$ cat src/rtl/multdiv_iter.sv
// rtl/multdiv_iter.sv - iterative signed multiply (radix-2 Booth) / divide (restoring) on a shared CLA
// Helper adder slices live alongside the controller so the block stays self-contained.

module multdiv_cla4 (
  input  logic [3:0] a,
  input  logic [3:0] b,
  input  logic       cin,
  output logic [3:0] sum,
  output logic       pg,
  output logic       gg
);
  logic [3:0] g;
  logic [3:0] p;
  logic       c1;
  logic       c2;
  logic       c3;

  assign g   = a & b;
  assign p   = a ^ b;
  assign c1  = g[0] | (p[0] & cin);
  assign c2  = g[1] | (p[1] & g[0]) | (p[1] & p[0] & cin);
  assign c3  = g[2] | (p[2] & g[1]) | (p[2] & p[1] & g[0]) | (p[2] & p[1] & p[0] & cin);
  assign sum = p ^ {c3, c2, c1, cin};
  assign pg  = &p;
  assign gg  = g[3] | (p[3] & g[2]) | (p[3] & p[2] & g[1]) | (p[3] & p[2] & p[1] & g[0]);
endmodule

module multdiv_cla32 (
  input  logic [31:0] a,
  input  logic [31:0] b,
  input  logic        cin,
  output logic [31:0] sum,
  output logic        cout
);
  logic [7:0] pg;
  logic [7:0] gg;
  logic [8:0] c;

  always_comb begin
    c    = '0;
    c[0] = cin;
    for (int i = 0; i < 8; i++) begin
      c[i+1] = gg[i] | (pg[i] & c[i]);
    end
  end

  for (genvar s = 0; s < 8; s++) begin : g_slice
    multdiv_cla4 u_slice (
      .a   (a[4*s+3:4*s]),
      .b   (b[4*s+3:4*s]),
      .cin (c[s]),
      .sum (sum[4*s+3:4*s]),
      .pg  (pg[s]),
      .gg  (gg[s])
    );
  end

  assign cout = c[8];
endmodule

module multdiv_iter (
  input  logic        clock,
  input  logic        reset,
  input  logic        ctrl_MULT,
  input  logic        ctrl_DIV,
  input  logic [31:0] data_operandA,
  input  logic [31:0] data_operandB,
  output logic [31:0] data_result,
  output logic        data_exception,
  output logic        data_resultRDY,
  output logic        busy
);
  typedef enum logic [1:0] {S_IDLE, S_RUN, S_DONE} state_t;

  state_t      state;
  logic [4:0]  cnt;
  logic        op_div;
  logic [32:0] hi;
  logic [31:0] lo;
  logic        bbit;
  logic [31:0] opm;
  logic        sdiff;
  logic        bzero;
  logic [31:0] np;
  logic [31:0] nq;

  logic [31:0] add_a;
  logic [31:0] add_b;
  logic        add_cin;
  logic [31:0] add_sum;
  logic        add_cout;

  logic        bsub;
  logic        badd;
  logic [32:0] m_acc;
  logic [32:0] m_hi;
  logic [31:0] m_lo;
  logic        m_ovf;
  logic [31:0] abs_a;
  logic        qbit;
  logic [32:0] d_hi;
  logic [31:0] d_lo;
  logic [31:0] d_np;
  logic [31:0] d_nq;
  logic [31:0] d_res;
  logic        d_exc;

  assign bsub = lo[0] & ~bbit;
  assign badd = ~lo[0] & bbit;

  // Outside RUN the adder is idle, so it negates operand A for the divide magnitude.
  always_comb begin
    add_a   = '0;
    add_b   = ~data_operandA;
    add_cin = 1'b1;
    if (state == S_RUN) begin
      if (op_div) begin
        add_a   = {hi[30:0], lo[31]};
        add_b   = opm[31] ? opm : ~opm;
        add_cin = ~opm[31];
      end else begin
        add_a   = hi[31:0];
        add_b   = bsub ? ~opm : opm;
        add_cin = bsub;
      end
    end
  end

  multdiv_cla32 u_add (
    .a    (add_a),
    .b    (add_b),
    .cin  (add_cin),
    .sum  (add_sum),
    .cout (add_cout)
  );

  assign abs_a = data_operandA[31] ? add_sum : data_operandA;

  // Bit 32 of the Booth accumulator is the sign-extension sum bit, fed by the CLA carry-out.
  assign m_acc = (bsub | badd) ? {hi[32] ^ add_b[31] ^ add_cout, add_sum} : hi;
  assign m_hi  = {m_acc[32], m_acc[32:1]};
  assign m_lo  = {m_acc[0], lo[31:1]};
  assign m_ovf = ~((&{m_hi[31:0], m_lo[31]}) | ~(|{m_hi[31:0], m_lo[31]}));

  // A set carry means the trial subtraction of |divisor| did not borrow.
  assign qbit = add_cout;
  assign d_hi = {1'b0, qbit ? add_sum : {hi[30:0], lo[31]}};
  assign d_lo = {lo[30:0], qbit};

  // np tracks -q and nq tracks -q-1 as quotient bits arrive MSB first, so negation needs no adder.
  assign d_np = qbit ? {nq[30:0], 1'b1} : {np[30:0], 1'b0};
  assign d_nq = qbit ? {nq[30:0], 1'b0} : {nq[30:0], 1'b1};

  assign d_res = bzero ? 32'h0000_0000 : (sdiff ? d_np : d_lo);
  assign d_exc = bzero | (~sdiff & d_lo[31]);

  always_ff @(posedge clock) begin
    if (reset) begin
      state          <= S_IDLE;
      cnt            <= '0;
      op_div         <= 1'b0;
      hi             <= '0;
      lo             <= '0;
      bbit           <= 1'b0;
      opm            <= '0;
      sdiff          <= 1'b0;
      bzero          <= 1'b0;
      np             <= '0;
      nq             <= '0;
      data_result    <= '0;
      data_exception <= 1'b0;
      data_resultRDY <= 1'b0;
      busy           <= 1'b0;
    end else begin
      case (state)
        S_IDLE, S_DONE: begin
          data_resultRDY <= 1'b0;
          if (ctrl_MULT || ctrl_DIV) begin
            state  <= S_RUN;
            busy   <= 1'b1;
            cnt    <= '0;
            op_div <= ~ctrl_MULT;
            hi     <= '0;
            bbit   <= 1'b0;
            np     <= '0;
            nq     <= '1;
            sdiff  <= data_operandA[31] ^ data_operandB[31];
            bzero  <= (data_operandB == 32'h0000_0000);
            if (ctrl_MULT) begin
              opm <= data_operandA;
              lo  <= data_operandB;
            end else begin
              opm <= data_operandB;
              lo  <= abs_a;
            end
          end else begin
            state <= S_IDLE;
          end
        end
        S_RUN: begin
          if (op_div) begin
            hi <= d_hi;
            lo <= d_lo;
            np <= d_np;
            nq <= d_nq;
          end else begin
            hi   <= m_hi;
            lo   <= m_lo;
            bbit <= lo[0];
          end
          if (cnt == 5'd31) begin
            state          <= S_DONE;
            busy           <= 1'b0;
            data_resultRDY <= 1'b1;
            data_result    <= op_div ? d_res : m_lo;
            data_exception <= op_div ? d_exc : m_ovf;
          end else begin
            cnt <= cnt + 5'd1;
          end
        end
        default: begin
          state          <= S_IDLE;
          busy           <= 1'b0;
          data_resultRDY <= 1'b0;
        end
      endcase
    end
  end
endmodule

$ cat config.mk
export PLATFORM = sky130hd
export DESIGN_NAME = multdiv_iter
export DESIGN_NICKNAME = d
export VERILOG_FILES = /design/src/rtl/multdiv_iter.sv
export SDC_FILE = /design/constraint.sdc
export NUM_CORES = 1
export LEC_CHECK = 0
export CORE_UTILIZATION = 45
export CTS_BUF_LIST = sky130_fd_sc_hd__clkbuf_8
export DETAILED_ROUTE_END_ITERATION = 7
export GPL_TIMING_DRIVEN = 0
export PLACE_DENSITY = 0.65
export SYNTH_ARGS = -nofsm -noshare
export SYNTH_HDL_FRONTEND = slang
export SYNTH_SLANG_ARGS = --single-unit
$ cat constraint.sdc
create_clock -name clock -period 7.95 [get_ports clock]
set_input_delay 1.59 -clock clock [delete_from_list [all_inputs] [get_ports clock]]
set_output_delay 1.59 -clock clock [all_outputs]
set_load 0.02 [all_outputs]
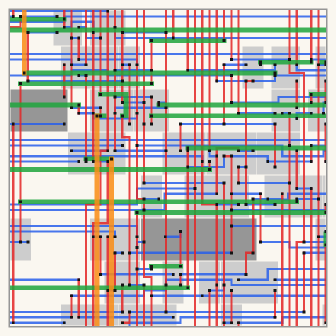
*Layout detail*
Window x 121 to 141, y 121 to 141 um. Cells in gray, sequential cells in the stronger gray; small squares are vias.
M3: shown in green. M1: shown in blue. M4: shown in orange. M2: shown in red.
Netlist names of flops here include `hi` (1). Sequential cells in the window: 1. 25 logic cells have their middle in the window. Most frequent: mux2i_1 (6), nor2_1 (3).

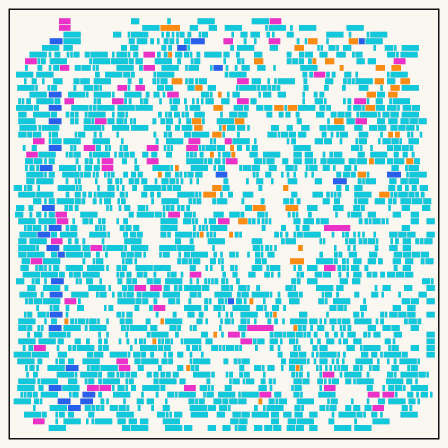
*Cells by drive strength*
x6 and larger: shown in magenta, cells 62. x3 and x4: shown in blue, cells 29. x1 and smaller: shown in cyan, cells 1683. x2: shown in orange, cells 60.
final instance area: 15800 um^2
smallest setup slack after layout: 0.327 ns
number of buffers other than clock buffers in the final layout: 239
area grow syn2layout: 17.6%

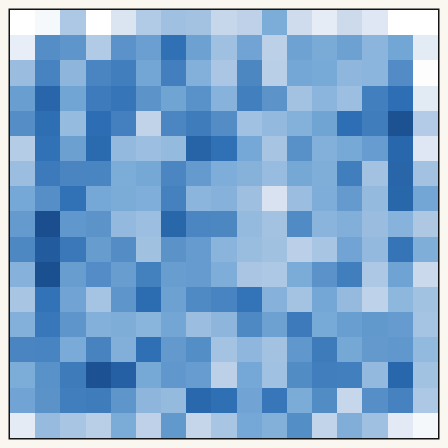
*Cell density map*
The die is cut into 17 by 17 equal tiles; white is low, dark blue is high, 0 to 100% covered.
The emptiest ninth of the die: upper right. The fullest tile reaches 88%. The mean over all tiles is 50%. 6.2% of the tiles are over 75% full. 1.7% of the tiles are nearly empty.
initial core utilization: 46.2%
Layout Utilization: 54.3%
Placeable Area: 29000 um^2

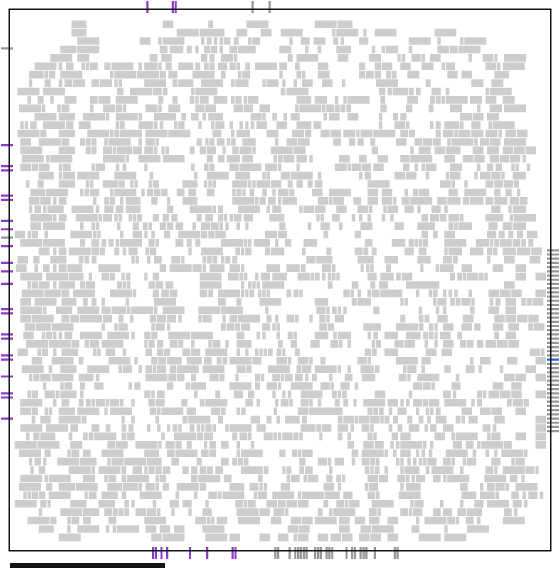
*Pin map*
Bar = 50 um. Pins as bars across the die edge, other pins in gray.
`ctrl_MULT`: shown in blue, pins 1, direction input, edge right. `data_result`: shown in purple, pins 32, direction output, edge 21 left, 8 bottom, 3 top.
height of the die: 175 um
PortBufs: 99
Chip Width: 175 um

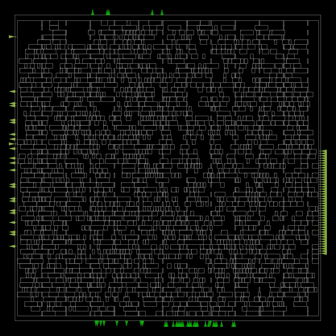
*Placement view*
Core Rows: 62
fin cells: 2218
flip-flop and latch count: 205
tapcells inserted: 384
register share of the cell area: 26.0%

==> CHANGELOG.md <==
### Physical design

* CP arrival at a little over 8 ns
* Comb power frac at a little over a quarter
* Average routed wire per standard cell at between 20 and 30 um
* Crit. End Element: flop
* Clock latency at the later pin of the worst-skew pair at about 0.57 ns
* WHS Endpoint: data_resultRDY
* Number of clock buffers inserted by TritonCTS at 39
* Cell count listed in synth_stat.txt at approximately 1700
* H-tree lvl count at 2
* Startpoint of the lowest-slack hold path: data_resultRDY
* Most used cells in the layout excluding fill and tap cells: 290 x sky130_fd_sc_hd__nor2_1, 205 x sky130_fd_sc_hd__dfxtp_1, 127 x sky130_fd_sc_hd__nand2_1
* Net switching component of the power at around 1.1 mW
* Commonest cells post-synth: 290 x sky130_fd_sc_hd__nor2_1, 205 x sky130_fd_sc_hd__dfxtp_1, 127 x sky130_fd_sc_hd__nand2_1
* Total wire length at around 57 mm
* Net count after synthesis at approximately 1800
* Flip-flop and latch area at 4100 um^2
* Cell types occupying the most area after synthesis: sky130_fd_sc_hd__dfxtp_1 31%, sky130_fd_sc_hd__nor2_1 8.1%, sky130_fd_sc_hd__mux2i_1 7.0%, sky130_fd_sc_hd__a211oi_1 4.0%, sky130_fd_sc_hd__nand2_1 3.6%
* TritonCTS clock tree: built
* Count leader, synth: sky130_fd_sc_hd__nor2_1
* Fraction of registers with async set or reset after synthesis at 0%
* Outcome: finished clean
* Cell type with the highest aggregate area in the netlist: sky130_fd_sc_hd__dfxtp_1
* P_leak at roughly 6.0 nW
* Antenna violations before repair at 1
* Fraction of power spent switching nets at 35.5%
* Class of the most critical hold timing path: reg2reg
* Seq pwr share at between 30% and 40%
* Violation count after the first detailed-routing iteration at about 1600
* Count of fill cells added during filler insertion at about 2900
* Total of endpoints with negative setup slack in the final report at 0
* Total area of multi-input combinational cells at 8650 um^2
* Pwr Density at 202 nW/um^2
* DRC at 0
* Terminus of the critical flop-to-flop path: data_exception
* Via count of the first global-routing pass at around 14000
* Ys flop type: sky130_fd_sc_hd__dfxtp_1
* CTS sink count at 205
* Overall track demand over capacity in global routing at between 30% and 40%
* First-pass iteration count of the detailed router at 6
* Net count of the finished layout at 1919
* Crit path max fanout at 19
* Hold-fix buffers, CTS at 0
* R2R depth at 24
* Relative contribution of the clock network to total power at 36.7%
* Max Cap Violations at 0
* Comb/total area at a little over half
* Number of vias after detailed routing at between 10000 and 15000
* Count of antenna-violating nets left after detailed routing at 0
* Maximum buffer depth of the clock tree at 3
* Tot Pwr at between 3 and 4 mW
* Proportion of layout cells with a drive suffix above 1 at approximately 8%
* Number of vias per cell at approximately 6.4
* Post_cts resized at 6
* Buffer cell driving the clock tree root: sky130_fd_sc_hd__clkbuf_8
* Routability cong. at slightly above 1
* Number of enable flip-flop cells at 0
* Kind of critical path: reg2reg
* Top-area cell share at 30.6%
* Int Pwr at 2.05 mW
* WL met3 at ~4.3 mm
* CTS clk-pin slew, worst paths at about 0.06 ns
* Number of unique standard cell types used by synthesis at between 80 and 90
* Cell depth of the worst min-delay path at 1
* Portion of the post-synthesis area used by sequential elements at a little under a third
* Number of ports placed on the die boundary at 103
* Post-DP HPWL at 44.2 mm
* Number of warning messages in the logs at 26
* Yosys-reported design area after synthesis at approximately 13000 um^2
* Startpoint Class: flop
* Setup repair after global routing missed its margin: false
* Required time reported for the critical path endpoint at ~8.4 ns
* Min Tclk post-route at ~7.6 ns
* Relative max-transition margin at roughly a fifth
* Mean instance size in the synthesized netlist at about 8.0 um^2
* Number of instances in the synthesized netlist at roughly 1700
* Number of hold violations in the final report at 0
* Number of register bits inferred by synthesis at 205
* Total of clock buffers placed in the layout at around 54
* First-pass GRT wire length at 84.8 mm
* Startpoint of the most critical register-to-register path: op_div
* Length of routed met2 wiring at between 20 and 30 mm
* Remaining Overflow, GRT at 0
* Number of warnings issued by yosys at 0
* Pin count of the biggest net entering global routing at 11
* Layout multi-input combinational cell count at roughly 1300
* Most numerous logic cell after layout: sky130_fd_sc_hd__nor2_1
* Largest cell class by area: multi-input combinational cells
* Achievable Freq at roughly 130 MHz
* Peak supply drop at between 0.0001 and 0.00015 V
* Layout inverter count without the clock tree at 23
* Post-Synthesis Cell Area at ~13000 um^2
* Fraction of cell area in non-clock buffers at 10.0%
* Cycle use final at between 90% and 100%
* Total Die Area at just over 30000 um^2
* Antenna diode count at 0
* Max-slew violation count at 0
* Post-CTS setup buffer count at 0
* Clock network contribution to total cell area at 5.48%
* Uppermost routed layer: met4
* R2R setup slack at ~0.33 ns
* Layout Skew at roughly 0.038 ns
* Routed length on met1 at 23.4 mm
* Slew at the pin closest to its max-slew limit at about 1.2 ns
## flip-flops by register name (all words and copies together) (netlist names)
name            cells
hi                 33
op_div              1
bzero               1
opm                32
bbit                1
data_exception      1
cnt                 5
busy                1
lo                 32
state               2
nq                 31
data_resultRDY      1
sdiff               1
data_result        32
np                 31
## logic make-up (layout without fill, tap and decap cells)
group | count (synthesis) | in the layout | share of synthesized area, %
compound gates | 460 | 460 | 23.9
xor+xnor | 54 | 54 | 3.53
fa+ha+maj | 43 | 43 | 4.46
buf+inv | 164 | 329 | 4.91
flops | 205 | 205 | 30.6
mux | 155 | 155 | 12.8
simple gates | 588 | 588 | 19.8
## worst max-delay path, cell delays in order, from the launching register on
cell and delay (ns):
sky130_fd_sc_hd__dfxtp_1 0.48, sky130_fd_sc_hd__clkbuf_2 0.45, sky130_fd_sc_hd__clkbuf_2 0.42, sky130_fd_sc_hd__clkbuf_2 0.40, sky130_fd_sc_hd__mux2i_1 0.31, sky130_fd_sc_hd__nor2_1 0.07, sky130_fd_sc_hd__ha_1 0.35, sky130_fd_sc_hd__nand2_1 0.15
sky130_fd_sc_hd__o211a_1 0.26, sky130_fd_sc_hd__nor3_2 0.38, sky130_fd_sc_hd__o21ai_4 0.15, sky130_fd_sc_hd__a21oi_1 0.38, sky130_fd_sc_hd__o21ai_0 0.25, sky130_fd_sc_hd__o21bai_1 0.24, sky130_fd_sc_hd__fa_1 0.54, sky130_fd_sc_hd__mux2_2 0.34
sky130_fd_sc_hd__or4_1 0.51, sky130_fd_sc_hd__nor3_1 0.19, sky130_fd_sc_hd__nand3_1 0.11, sky130_fd_sc_hd__nor3_1 0.20, sky130_fd_sc_hd__o2111ai_1 0.17, sky130_fd_sc_hd__nor4_1 0.29, sky130_fd_sc_hd__nor4bb_1 0.52, sky130_fd_sc_hd__a41o_1 0.25
sky130_fd_sc_hd__a41oi_1 0.04
## worst max path at each step
stage | from | end | slack, ns | depth (start not counted)
2_1_floorplan | op_div | data_exception | 1.76 | 25
3_3_place_gp | op_div | data_exception | -0.43 | 25
3_5_place_dp | op_div | data_exception | -0.38 | 25
4_1_cts | state[1] | data_exception | 0.04 | 24
5_1_grt | op_div | data_exception | 0.03 | 24
6_report | op_div | data_exception | 0.33 | 24
## power by group through the flow
stage                     clock (mW)  combinational, mW  sequential, mW
after floorplan                    0              0.528            1.16
after CTS                       1.18              0.826            1.16
final                           1.17              0.851            1.16
after global routing            1.22              0.901            1.17
after global placement             0              0.818            1.18
after detailed placement           0              0.822            1.18
## metrics by stage
stage	hold WS (ns)	instance area [um^2]	worst slack (ns)	setup TNS, ns	std cells
finish	0.471	15800	0.327	0	2218
floorplan	0.448	13400	1.76	0	1669
CTS	0.472	15700	0.0355	0	2219
detailed placement	0.462	14900	-0.378	-0.378	2152
global route	0.497	15800	0.0266	0	2218
global placement	0.450	14900	-0.430	-0.430	2152
## layer usage
metal | vias to the layer above | GRT usage (%)
li1 | 6449 | -
met1 | 6779 | 46.2
met2 | 747 | 61.4
met3 | 171 | 4.98
met4 | 0 | 18.6
met5 | - | 0
Power and IR drop assume default switching activity.
